`config.mk`:
```
export PLATFORM = sky130hd
export DESIGN_NAME = rf_wb_scheduler
export DESIGN_NICKNAME = d
export VERILOG_FILES = /design/src/rtl/rf_wb_scheduler.sv
export SDC_FILE = /design/constraint.sdc
export NUM_CORES = 1
export LEC_CHECK = 0
export ABC_CLOCK_PERIOD_IN_PS = 8750
export CAP_MARGIN = 15
export CORE_ASPECT_RATIO = 2
export CORE_MARGIN = 4
export CORE_UTILIZATION = 46
export DETAILED_ROUTE_END_ITERATION = 7
export PLACE_DENSITY = 0.92
export SETUP_SLACK_MARGIN = 0.2
export SYNTH_ARGS = -nofsm -noshare
export SYNTH_HDL_FRONTEND = slang
export SYNTH_SLANG_ARGS = --single-unit
```
`constraint.sdc`:
```
create_clock -name clk -period 8.75 [get_ports clk]
set_input_delay 2.1875 -clock clk [delete_from_list [all_inputs] [get_ports clk]]
set_output_delay 2.1875 -clock clk [all_outputs]
set_load 0.005 [all_outputs]
```
`src/rtl/rf_wb_scheduler.sv`:
```
// Write-back scheduler for the 32x32 register file: round-robin arbitration of two
// write-back sources onto one registered write port, plus a pending-write scoreboard.
module rf_wb_scheduler (
  input  logic        clk,
  input  logic        reset,
  input  logic        iss_valid,
  input  logic        iss_wr,
  input  logic [4:0]  iss_rd,
  input  logic [4:0]  iss_rs1,
  input  logic [4:0]  iss_rs2,
  output logic        iss_ready,
  input  logic        req0_valid,
  input  logic [4:0]  req0_rd,
  input  logic [31:0] req0_data,
  output logic        req0_ready,
  input  logic        req1_valid,
  input  logic [4:0]  req1_rd,
  input  logic [31:0] req1_data,
  output logic        req1_ready,
  output logic        we3,
  output logic [4:0]  a3,
  output logic [31:0] wd3,
  output logic [31:0] busy
);

  logic [31:0] busy_reg;
  logic [31:0] busy_next;
  logic [31:0] set_vec;
  logic [31:0] clr_vec;
  logic        we3_reg;
  logic [4:0]  a3_reg;
  logic [31:0] wd3_reg;
  logic        last_reg;

  logic        grant0;
  logic        grant1;
  logic        accept;
  logic        iss_fire;
  logic [4:0]  acc_rd;
  logic [31:0] acc_data;

  // busy_reg[0] never gets set, so x0 lookups cannot stall issue.
  assign iss_ready = !(busy_reg[iss_rs1] | busy_reg[iss_rs2] | (iss_wr & busy_reg[iss_rd]));
  assign iss_fire  = iss_valid & iss_ready;

  // last_reg names the most recent winner; on contention the other requester wins.
  assign grant0   = req0_valid & (!req1_valid | last_reg);
  assign grant1   = req1_valid & (!req0_valid | !last_reg);
  assign accept   = grant0 | grant1;
  assign acc_rd   = grant1 ? req1_rd : req0_rd;
  assign acc_data = grant1 ? req1_data : req0_data;

  assign req0_ready = grant0;
  assign req1_ready = grant1;

  assign set_vec[0]   = 1'b0;
  assign clr_vec[0]   = 1'b0;
  assign busy_next[0] = 1'b0;

  genvar gi;
  generate
    for (gi = 1; gi < 32; gi++) begin : g_busy
      assign set_vec[gi]   = iss_fire & iss_wr & (iss_rd == 5'(gi));
      // Clear coincides with the edge at which the register file stores the value.
      assign clr_vec[gi]   = we3_reg & (a3_reg == 5'(gi));
      assign busy_next[gi] = set_vec[gi] | (busy_reg[gi] & ~clr_vec[gi]);
    end
  endgenerate

  always_ff @(posedge clk) begin
    if (reset) begin
      busy_reg <= 32'd0;
      we3_reg  <= 1'b0;
      a3_reg   <= 5'd0;
      wd3_reg  <= 32'd0;
      last_reg <= 1'b1;
    end else begin
      busy_reg <= busy_next;
      we3_reg  <= accept & (acc_rd != 5'd0);
      if (accept) begin
        a3_reg   <= acc_rd;
        wd3_reg  <= acc_data;
        last_reg <= grant1;
      end
    end
  end

  assign we3  = we3_reg;
  assign a3   = a3_reg;
  assign wd3  = wd3_reg;
  assign busy = busy_reg;

endmodule

```
==> impl_metrics.csv, run 1 <==
group,metric,value,unit
logic_synthesis,synth_cell_types,47,
worst_setup_path,cp_max_fo,32,
worst_setup_path,cp-start-kind,"input pin",
detailed_routing,via_count,4422,
clock_network,clkTransAtPathRegs,0.05,ns
clock_network,post_cts_resized,0,
pwr,cellLeakagePower,2.13,nW
cells_and_area,final_util,0.708,
pwr,ir_drop,0.128,mV
timing,final.setup.tns,0,ns
logic_synthesis,synth_area,3880,um2
clock_network,cts_tree,"built",
clock_network,hold_buffers,0,
floorplanning,chipArea,10100,um2
logic_synthesis,ff_type,"dfxtp_1",
logic_synthesis,yosys_cells,472,
global_routing,track_usage,0.285,
worst_setup_path,path_class,"in -> out",
cells_and_area,area_growth_syn_to_layout,50.3,%
global_routing,grt_busiest_layer,"met2",
timing,max_slew_margin,0.362,
timing,finalCritPeriodShare,0.876,
detailed_routing,via_per_inst,6.19,
run,max_cap_viol_count,0,
cells_and_area,fin_nets,706,
worst_setup_path,crit_family,"buffers and inverters",
worst_setup_path,cp.required,6.56,ns
global_routing,grt_max_degree,47,
cells_and_area,layout_top_cell,"clkdlybuf4s50_1",
outcome,outcome,"complete, no violations",
floorplanning,die_y,138,um
logic_synthesis,syn_nets,567,
timing,setup_viol,0,
timing,rsz0062_at_grt,"no",
placed_design,post-place-ws,1.12,ns
timing,tightest_slew,0.956,ns
logic_synthesis,edf_count,0,
detailed_routing,drc,0,
floorplanning,initCoreUtil,0.471,
worst_setup_path,max_stage_delay,0.84,ns
timing,setup_ws,1.09,ns
cells_and_area,lay_top_cells,"clkdlybuf4s50_1 (166), nor2_1 (101), dfxtp_1 (70)",
logic_synthesis,avgSynthCellArea,8.22,um2
floorplanning,die_x,72.9,um
run 1: routing by layer:
layer / wire (um) / part of all wire
met3: 1040 / 0.072
met2: 7790 / 0.54
met4: 911 / 0.063
met5: 0 / 0
met1: 4650 / 0.32
run 1: tightest hold or removal path: stages (launching register included):
cell	delay (ns)
dfxtp_1	0.30
nand2_1	0.06
a311oi_1	0.08
run 1: logic make-up (layout without fill, tap and decap cells):
group / after synthesis / count (layout) / share of synthesized area
compound gates: 85 / 85 / 0.169
simple gates: 228 / 228 / 0.280
other cells: 1 / 1 / 0.000967
buf+inv: 54 / 198 / 0.0613
mux: 34 / 34 / 0.128
flops: 70 / 70 / 0.361
run 1: synth_stat cells, types with 4 or more instances:
cell / count / area [um2]
nand2b_1: 7 / 43.8
o211ai_1: 12 / 90.1
a311oi_1: 8 / 70.1
and3_1: 4 / 25.0
nor4_1: 27 / 169
clkbuf_1: 29 / 109
mux2i_1: 18 / 180
o31ai_1: 33 / 248
nor2_1: 101 / 379
o311ai_0: 11 / 96.3
a211oi_1: 4 / 30.0
buf_1: 8 / 30.0
nand3_1: 23 / 115
nand3b_1: 7 / 52.6
mux2_2: 4 / 45.0
buf_6: 4 / 45.0
inv_1: 10 / 37.5
nand2_1: 34 / 128
o22ai_1: 4 / 25.0
mux4_2: 12 / 270
dfxtp_1: 70 / 1400
nand4_1: 8 / 50.1
run 1: area by class of cell:
cell class                 instances  area, um2
clock buffer                      14        284
clock inverter                     2       37.5
fill                             626       2400
inverter                          11       41.3
multi-input combinational        348       2240
sequential                        70       1400
tap                               98        123
timing repair buffer             171       1700
run 1: through the flow:
| stage | power [mW] | area [um2] | hold slack, ns | instances |
|---|---|---|---|---|
| 3_5_place_dp | 0.524 | 5510 | 0.481 | 698 |
| 6_report | 0.901 | 5830 | 0.488 | 714 |
| 3_3_place_gp | 0.520 | 5510 | 0.472 | 698 |
| 2_1_floorplan | 0.429 | 3880 | 0.475 | 472 |
| 5_1_grt | 0.935 | 5830 | 0.516 | 714 |
| 4_1_cts | 0.904 | 5830 | 0.494 | 714 |
run 1: path summary, 6_finish.rpt:
kind	startpoint	cells past startpoint	end
min	wd3[21]	2	wd3[21]
max	iss_rd[0]	9	iss_ready
min reg2reg	wd3[21]	2	wd3[21]
max reg2reg	busy[15]	7	busy[11]
run 1: where the power goes:
| part | switching (mW) | total (mW) | leakage (nW) | internal, mW |
|---|---|---|---|---|
| registers | 0.0144 | 0.350 | 0.575 | 0.335 |
| logic | 0.0788 | 0.170 | 1.40 | 0.0913 |
| clock network | 0.130 | 0.382 | 0.155 | 0.252 |
Figure 1. Cells by drive strength (run 1).
Scale bar: 20 um.
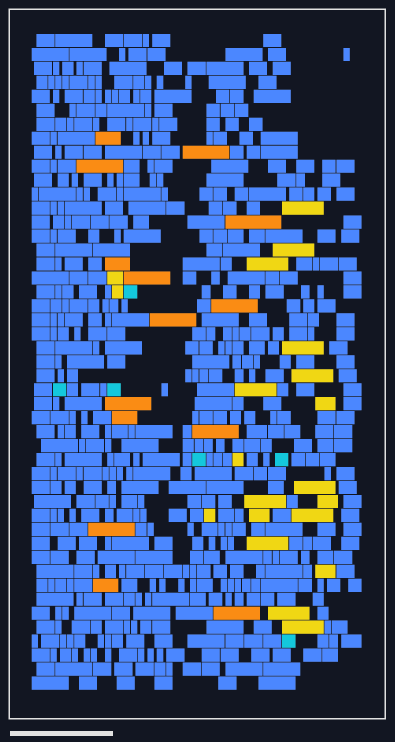
Key: _0 and _1 cells = blue [cells 576, share 94%]; _6 and larger = orange [cells 14, share 2.3%]; _3 and _4 cells = cyan [cells 6, share 0.97%]; _2 cells = yellow [cells 20, share 3.2%]

Figure 2. Clock network drawn from the DEF (run 1).
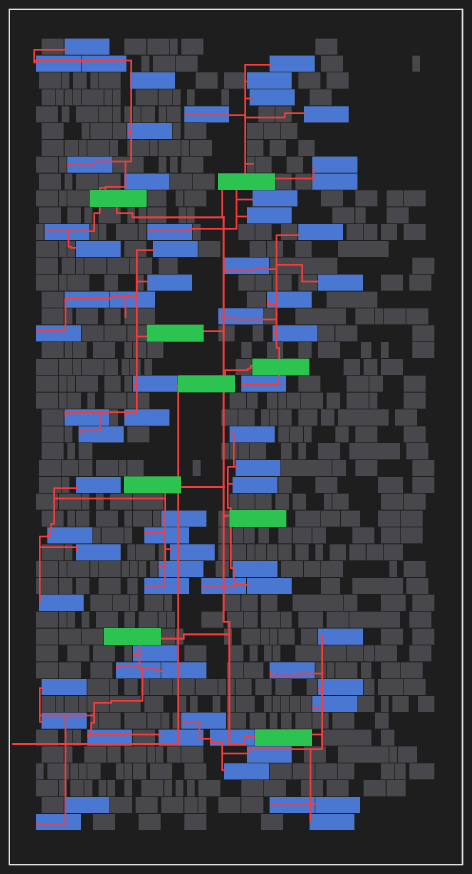
Key: flip-flops = blue [count 70]; clock drivers = green [count 9]; clock wires = red [length 876 um]
There are 10 routed clock nets.

Figure 3. Pin placement (run 1).
Pins as bars across the die edge, other pins in gray.
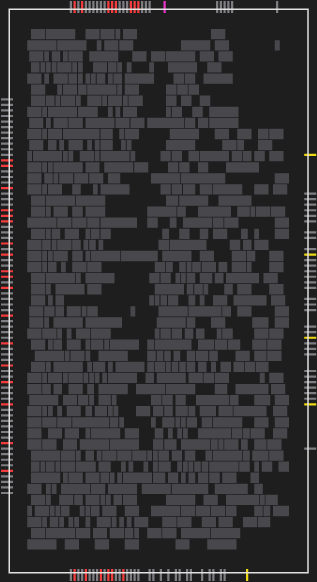
Key: `req1_data` = red [pins 32, direction input, edge 18 west, 8 north, 6 south]; `iss_rs1` = yellow [pins 5, direction input, edge 4 east, 1 south]; `iss_ready` = magenta [pins 1, direction output, edge north]

==> run 1 -> run 2 <==
--- a/config.mk
+++ b/config.mk
@@ -5,7 +5,6 @@
 export SDC_FILE = /design/constraint.sdc
 export NUM_CORES = 1
 export LEC_CHECK = 0
-export ABC_CLOCK_PERIOD_IN_PS = 8750
 export CAP_MARGIN = 15
 export CORE_ASPECT_RATIO = 2
 export CORE_MARGIN = 4
Figure 4. Pin placement (run 2).
Pins as bars across the die edge, other pins in gray.
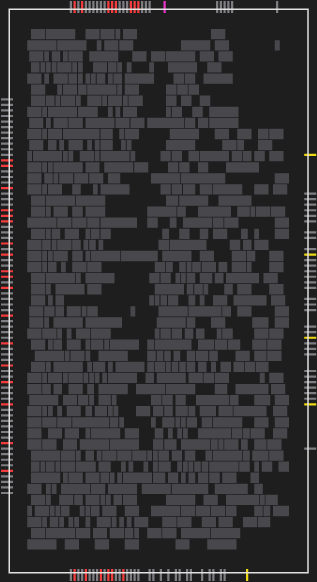
Key: `req1_data` = red [pins 32, direction input, edge 18 west, 8 north, 6 south]; `iss_ready` = magenta [pins 1, direction output, edge north]; `iss_rs1` = yellow [pins 5, direction input, edge 4 east, 1 south]
All pins by edge: 72 west, 34 east, 33 south, 29 north.

==> impl_metrics.csv, run 2 <==
group,metric,value,unit
pwr,seq_power_share,0.388,
detailed_routing,via_per_inst,6.19,
detailed_routing,drc,0,
pwr,intPower,0.678,mW
pwr,ir_drop,0.128,mV
pwr,p_comb_frac,0.189,
detailed_routing,via_count,4422,
logic_synthesis,synthTopCellsByCount,"nor2_1 (101), dfxtp_1 (70), nand2_1 (34), o31ai_1 (33), clkbuf_1 (29)",
logic_synthesis,xor_area_frac,0,
logic_synthesis,yosys_cells,472,
run,max_cap_viol_count,0,
worst_setup_path,crit_family,"buffers and inverters",
clock_network,post_cts_resized,0,
pwr,cellLeakagePower,2.13,nW
floorplanning,chipArea,10100,um2
cells_and_area,n_fill_cell,626,
clock_network,hold_buffers,0,
worst_setup_path,cp-start-kind,"input pin",
timing,rsz0062_at_grt,"no",
timing,max_slew_margin,0.362,
logic_synthesis,syn_nets,567,
floorplanning,die_y,138,um
logic_synthesis,synth.area.mux_share,0.128,
floorplanning,initCoreUtil,0.471,
placed_design,post-place-ws,1.12,ns
logic_synthesis,edf_count,0,
pwr,p_switching,0.223,mW
timing,final.setup.tns,0,ns
logic_synthesis,avgSynthCellArea,8.22,um2
logic_synthesis,simple_gate_share,0.280,
logic_synthesis,top_area_cell,"dfxtp_1",
pwr,p_clk_frac,0.424,
worst_setup_path,cp_max_fo,32,
timing,fin_hold_ws,0.488,ns
logic_synthesis,synth.most_common_cell,"nor2_1",
global_routing,grt_max_degree,47,
cells_and_area,lay_top_cells,"clkdlybuf4s50_1 (166), nor2_1 (101), dfxtp_1 (70)",
logic_synthesis,ff_type,"dfxtp_1",
logic_synthesis,yosys.area.top_type_share,0.361,
timing,finalCritPeriodShare,0.876,
cells_and_area,area_growth_syn_to_layout,50.3,%
cells_and_area,instances_no_fill,714,
logic_synthesis,topCellsByArea,"dfxtp_1 (36%), nor2_1 (9.8%), mux4_2 (7.0%), o31ai_1 (6.4%), mux2i_1 (4.6%)",
clock_network,cts_tree,"built",
cells_and_area,final_util,0.708,
outcome,outcome,"complete, no violations",
logic_synthesis,synth.logic.top_family,"simple AND/OR/NAND/NOR gates",
logic_synthesis,synth_area,3880,um2
timing,setup_ws,1.09,ns
## run 2: cell counts after synthesis
Identical to the previous run, type by type.
## run 2: final timing paths
path | startpoint | end | cells past startpoint
min | wd3[21] | wd3[21] | 2
max | iss_rd[0] | iss_ready | 9
min reg2reg | wd3[21] | wd3[21] | 2
max reg2reg | busy[15] | busy[11] | 7
## run 2: kinds of logic (layout without fill, tap and decap cells)
kind of cell,after synthesis,after routing
AOI/OAI and AO/OA,85,85
buffers and inverters,54,198
other,1,1
DFF,70,70
muxes,34,34
and+or+nand+nor,228,228
## run 2: worst register-to-register path: stages, from the launching register on
cell and delay, ns:
dfxtp_1 0.37, mux4_2 0.50, a22o_1 0.19, a221o_1 0.34, o311ai_1 0.08, or4b_1 0.46
buf_4 0.26, o31ai_1 0.36
## run 2: cell type report
type / instances / area, um2 / share of cell area
inverters: 11 / 41.3 / 0.00708
repair buffers: 171 / 1700 / 0.291
multi-input cells: 348 / 2240 / 0.385
clock buffers: 14 / 284 / 0.0487
flip-flops and latches: 70 / 1400 / 0.240
clock inverters: 2 / 37.5 / 0.00644
well taps: 98 / 123 / 0.0210
## run 2: power groups by stage
stage / Combinational, mW / Clock, mW / Sequential, mW
after floorplan: 0.0769 / 0 / 0.352
after global placement: 0.165 / 0 / 0.355
after detailed placement: 0.168 / 0 / 0.356
after CTS: 0.170 / 0.385 / 0.349
after global routing: 0.182 / 0.401 / 0.352
final: 0.170 / 0.382 / 0.350
## run 2: per-stage QoR
| stage | area [um2] | power, mW |
|---|---|---|
| 2_1_floorplan | 3880 | 0.429 |
| 3_3_place_gp | 5510 | 0.520 |
| 3_5_place_dp | 5510 | 0.524 |
| 4_1_cts | 5830 | 0.904 |
| 5_1_grt | 5830 | 0.935 |
| 6_report | 5830 | 0.901 |
## run 2: per-layer routing
layer,global-route usage,up-vias,share of wire
met1,0.261,2060,0.32
met5,0,-,0
met3,0.0646,75,0.072
li1,-,2031,-
met4,0.206,0,0.063
met2,0.529,256,0.54
No activity file was given, so power comes from the tool's default toggle rates.
